### The metal 1 layer, run 1

Scale bar: 50 um. Supply wires on this layer in gray.
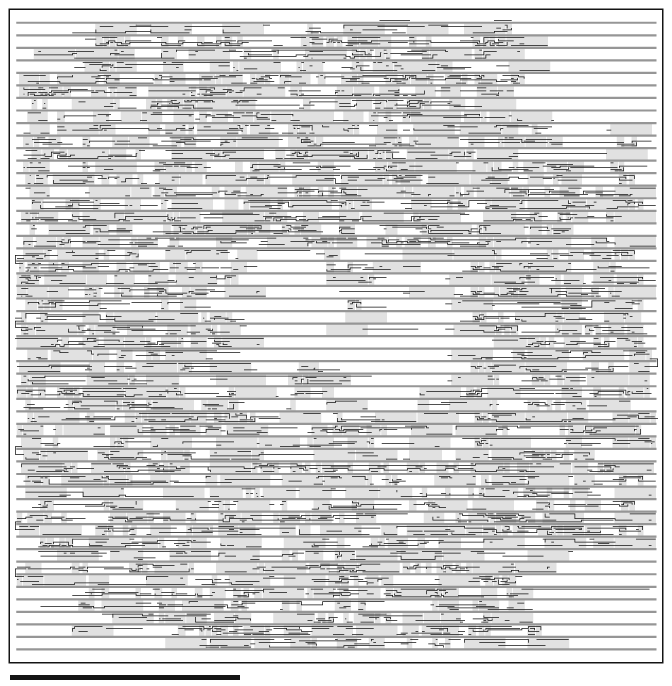
### Track usage over the die, run 1

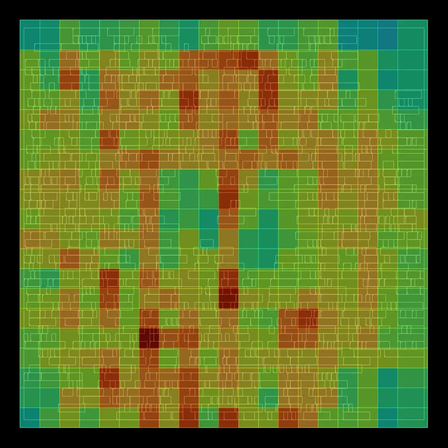
### Metal layers overlaid, run 1

Only two layers are drawn.
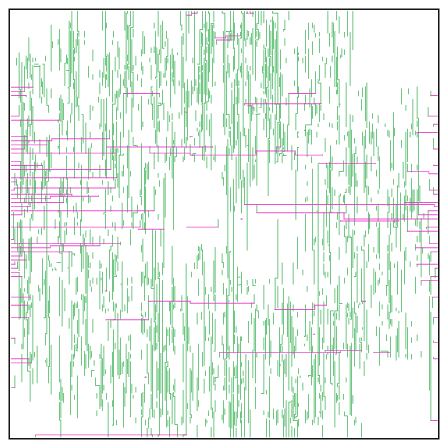
### Wires at chosen ports, followed through buffers, run 1

Scale bar: 50 um.
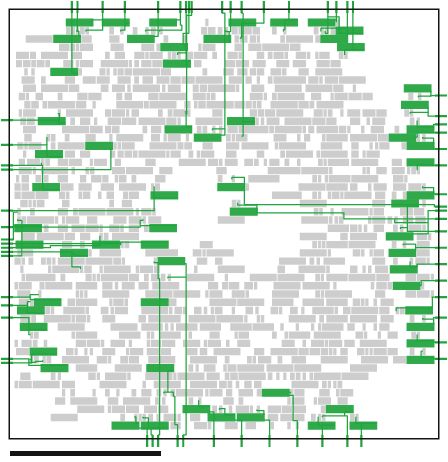
==> config.mk <==
export PLATFORM = sky130hd
export DESIGN_NAME = shift_add_multiplier
export DESIGN_NICKNAME = d
export VERILOG_FILES = /design/src/rtl/mul_pkg.sv /design/src/rtl/adder.sv /design/src/rtl/twos_negate.sv /design/src/rtl/shift_add_multiplier.sv
export SDC_FILE = /design/constraint.sdc
export NUM_CORES = 1
export LEC_CHECK = 0
export CAP_MARGIN = 20
export CORE_UTILIZATION = 55
export CTS_CLUSTER_SIZE = 12
export DETAILED_ROUTE_END_ITERATION = 12
export DONT_BUFFER_PORTS = 1
export GPL_ROUTABILITY_DRIVEN = 0
export GPL_TIMING_DRIVEN = 1
export PLACE_DENSITY = 0.7
export SLEW_MARGIN = 0
export SYNTH_ARGS = -nofsm -noshare
export SYNTH_HDL_FRONTEND = slang
export SYNTH_SLANG_ARGS = --single-unit
==> constraint.sdc <==
create_clock -name clk -period 13.8 [get_ports clk]
set_input_delay 2.07 -clock clk [delete_from_list [all_inputs] [get_ports clk]]
set_output_delay 2.07 -clock clk [all_outputs]
set_load 0.01 [all_outputs]
==> CHANGELOG.md, run 1 <==
### Changed

- TNS Setup: 0 ns
- Number of max-cap violations: 0
- EDFF count, synth: 0
- Post-route clock period utilization: 93.4%
- Antenna viol nets, final: 0
- Delay-heaviest family, CP: adder cells
- Max-slew violations: 0
- Status: complete, no violations
- Max layer used: met4
- Slowest CP cell: dfrtp_1
- Tmin final: 12.90 ns
- Reg2Reg Setup Slack: 0.90 ns
- Area after DPL: 0.0107 mm2
- Met3 GRT Util: 5.80%
- Clock Power: 0.517 mW
- Nets at Floorplan: 1294
- Buffer-and-inverter tally for the worst setup path: 3
- Worst path most repeated cell: fa_1
- Worst-Margin Slew: 1.00 ns
- Sequential-to-total area share from yosys stat: 39.3%
- Slew HR: 33.1%
- Yosys warning total: 0
- Detailed Routing Iterations Pass 1: 4
- Synth unique cells: 27
- Hold depth: 2
- Final WS setup: 0.905 ns
- Number of global-route vias before repair: 7036
- CP max FO: 30
- Synth Instances: 1064
- Tot Pwr: 2.49 mW
- Fraction of layout cells with a size suffix above 1: 4.53%
- Combinational Power: 0.998 mW
- Inverters: 132
- Flops & latches, synth: 168
- Design area: 0.0114 mm2
- Xor+xnor area frac: 0.327%
- Fill cell count: 1637
- Initial DRC Count: 246
- Commonest cells post-synth: dfrtp_1, inv_1, ha_1, mux2i_1, nor2_1
- Mean post-synth cell area: 10.1 um2
- Maximum achievable frequency: 77.5 MHz
About 'The metal 1 layer':
longest straight run	70.8 um
nets with wire on the layer	1177
share of all routed wire	46%
wire length on this layer	9340 um
main direction	horizontal
final WL: 20400 um
via count: 6933
met1 usage: 27.9%

About 'Track usage over the die':
total track usage: 21.9%
WL/cell: 15.8 um
utilization after layout: 60.5%
GR Util met2: 36.5%
gr busiest metal: met2

About 'Metal layers overlaid':
layer	color	wire length
met3	magenta	1160 um
met2	green	9660 um

About 'Wires at chosen ports, followed through buffers':
port	color	bits	direction	edge	end cells	buffers	wire
dOut	green	64	output	18 top, 18 right, 16 left, 12 bottom	64	0	1500 um
# IOs: 135
PortBufs: 0

-- run 1: kinds of logic (layout without fill, tap and decap cells) --
kind of cell,count (synthesis),in the layout
XOR/XNOR,4,4
multiplexers,131,131
AND/OR/NAND/NOR,206,206
AND-OR/OR-AND,195,195
adder cells (fa/ha/maj),161,161
flip-flops,168,168
buffers and inverters,199,172
-- run 1: stage by stage --
step                cells  util [%]
finish               1297      60.5
global route         1297      60.5
CTS                  1294      60.0
detailed placement   1262      56.7
global placement     1262      56.7
floorplan            1064         -
-- run 1: worst reg2reg max path: cells and delay by family (launching register included) --
family | cells | cell delay, ns
AND-OR/OR-AND | 1 | 0.21
adder cells (fa/ha/maj) | 30 | 11.58
AND/OR/NAND/NOR | 1 | 0.14
buffers and inverters | 3 | 0.45
flip-flops | 1 | 0.43
==> run 2, diff against run 1 <==
--- a/config.mk
+++ b/config.mk
@@ -12,6 +12,7 @@
 export DONT_BUFFER_PORTS = 1
 export GPL_ROUTABILITY_DRIVEN = 0
 export GPL_TIMING_DRIVEN = 1
+export HOLD_SLACK_MARGIN = 0.15
 export PLACE_DENSITY = 0.7
 export SLEW_MARGIN = 0
 export SYNTH_ARGS = -nofsm -noshare
### Track usage over the die, run 2

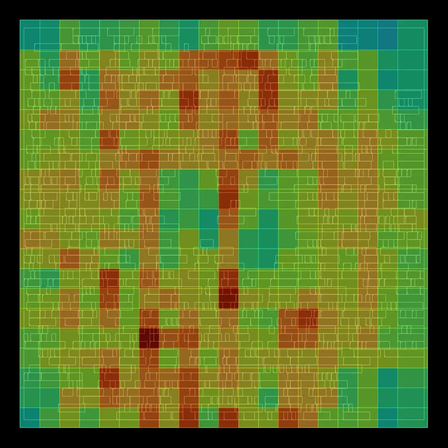
met3 GRT Util: 5.80%

==> CHANGELOG.md, run 2 <==
### Changed

- Commonest cells post-synth: dfrtp_1, inv_1, ha_1, mux2i_1, nor2_1
- Buffer-and-inverter tally for the worst setup path: 3
- Status: complete, no violations
- WL met3: 1160 um
- Max-slew violations: 0
- Number of max-cap violations: 0
- Via count: 6933
- First-pass GRT wire length: 34300 um
- Reg2Reg Setup Slack: 0.90 ns
- Max layer used: met4
- Yosys warning total: 0
- Combinational Power: 0.998 mW
- PortBufs: 0
- RSZ-0062 raised after global routing: no
- Sequential-to-total area share from yosys stat: 39.3%
- Nets at Floorplan: 1294
- Slew HR: 33.1%
- # IOs: 135
- Fraction of layout cells with a size suffix above 1: 4.53%
- Flops & latches, synth: 168
- WL/cell: 15.8 um
- Mean post-synth cell area: 10.1 um2
- TNS Setup: 0 ns
- Gr busiest metal: met2
- Clock Power: 0.517 mW
- Total track usage: 21.9%
- Late-Pin Clk Latency: 0.43 ns
- Hold depth: 2
- Initial antenna violation count: 0
- Synth unique cells: 27
- Tmin final: 12.90 ns
- Area after DPL: 0.0107 mm2
- Worst-Margin Slew: 1.00 ns
- Met1 usage: 27.9%
- CP max FO: 30
- Design area: 0.0114 mm2
- Detailed Routing Iterations Pass 1: 4
- Maximum achievable frequency: 77.5 MHz
- Final WL: 20400 um
- EDFF count, synth: 0
- WP data required: 14.14 ns
- Non-Filler Instances: 1297
- Inverters: 132
- Number of global-route vias before repair: 7036
- Delay-heaviest family, CP: adder cells
[run 2: cell families after synthesis]
group                    after synthesis  share of synthesized area, %
multiplexers                         131                          12.3
adder cells (fa/ha/maj)              161                          21.0
XOR/XNOR                               4                         0.327
buffers and inverters                199                          8.36
AND/OR/NAND/NOR                      206                          8.15
AND-OR/OR-AND                        195                          10.6
flip-flops                           168                          39.3
[run 2: metrics by stage]
stage	utilization, %	setup WS (ns)	total power [mW]
2_1_floorplan	-	1.29	1.79
5_1_grt	60.5	0.420	2.73
3_3_place_gp	56.7	1.09	1.95
3_5_place_dp	56.7	0.859	1.99
4_1_cts	60.0	0.816	2.52
6_report	60.5	0.905	2.49
### Metal layers overlaid, run 2

Only two layers are drawn.
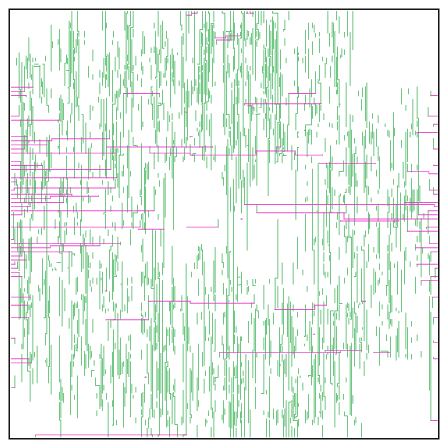

==> run 3, diff against run 2 <==
--- a/config.mk
+++ b/config.mk
@@ -13,6 +13,7 @@
 export GPL_ROUTABILITY_DRIVEN = 0
 export GPL_TIMING_DRIVEN = 1
 export HOLD_SLACK_MARGIN = 0.15
+export MAX_ROUTING_LAYER = met4
 export PLACE_DENSITY = 0.7
 export SLEW_MARGIN = 0
 export SYNTH_ARGS = -nofsm -noshare
### Metal layers overlaid, run 3

Only two layers are drawn.
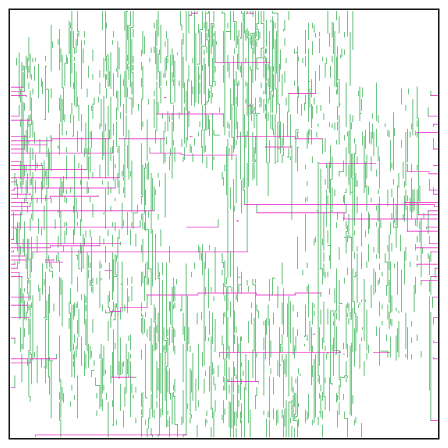
layer	color	wire length
met3	magenta	1140 um
met2	green	9610 um
via count: 6923
total track usage: 22.6%
WL/cell: 15.8 um
final WL: 20500 um

==> CHANGELOG.md, run 3 <==
### Changed

- WP data required: 14.13 ns
- Slowest CP cell: dfrtp_1
- Antenna viol nets, final: 0
- Maximum achievable frequency: 77.6 MHz
- Max-slew violations: 0
- Non-Filler Instances: 1297
- Number of max-cap violations: 0
- Met1 usage: 28.0%
- Xor+xnor area frac: 0.327%
- Inverters: 132
- Late-Pin Clk Latency: 0.43 ns
- Synth unique cells: 27
- WL met3: 1140 um
- Status: complete, no violations
- Flops & latches, synth: 168
- Tot Pwr: 2.49 mW
- Dpl ws: 0.859 ns
- Reg2Reg Setup Slack: 0.91 ns
- First-pass GRT wire length: 34300 um
- Design area: 0.0114 mm2
- # IOs: 135
- Fill cell count: 1637
- Worst path most repeated cell: fa_1
run 3: worst max-delay path: cells and delay by family (launching register included):
family / cells / cell delay, ns
compound gates: 1 / 0.21
fa+ha+maj: 30 / 11.58
buf+inv: 3 / 0.45
flops: 1 / 0.43
simple gates: 1 / 0.13
run 3: cell families after synthesis:
family	count (synthesis)
adders and majority gates	161
AOI/OAI and AO/OA	195
muxes	131
xor gates and xnor gates	4
DFF	168
buffers and inverters	199
and+or+nand+nor	206
run 3: power by group through the flow:
stage / combinational [mW] / sequential (mW) / clock [mW]
finish: 0.999 / 0.977 / 0.517
global route: 1.16 / 1.01 / 0.549
CTS: 0.985 / 1.01 / 0.526
detailed placement: 0.981 / 1.01 / 0
global placement: 0.946 / 1.00 / 0
floorplan: 0.880 / 0.914 / 0
Power is estimated from default activity; no workload was simulated.
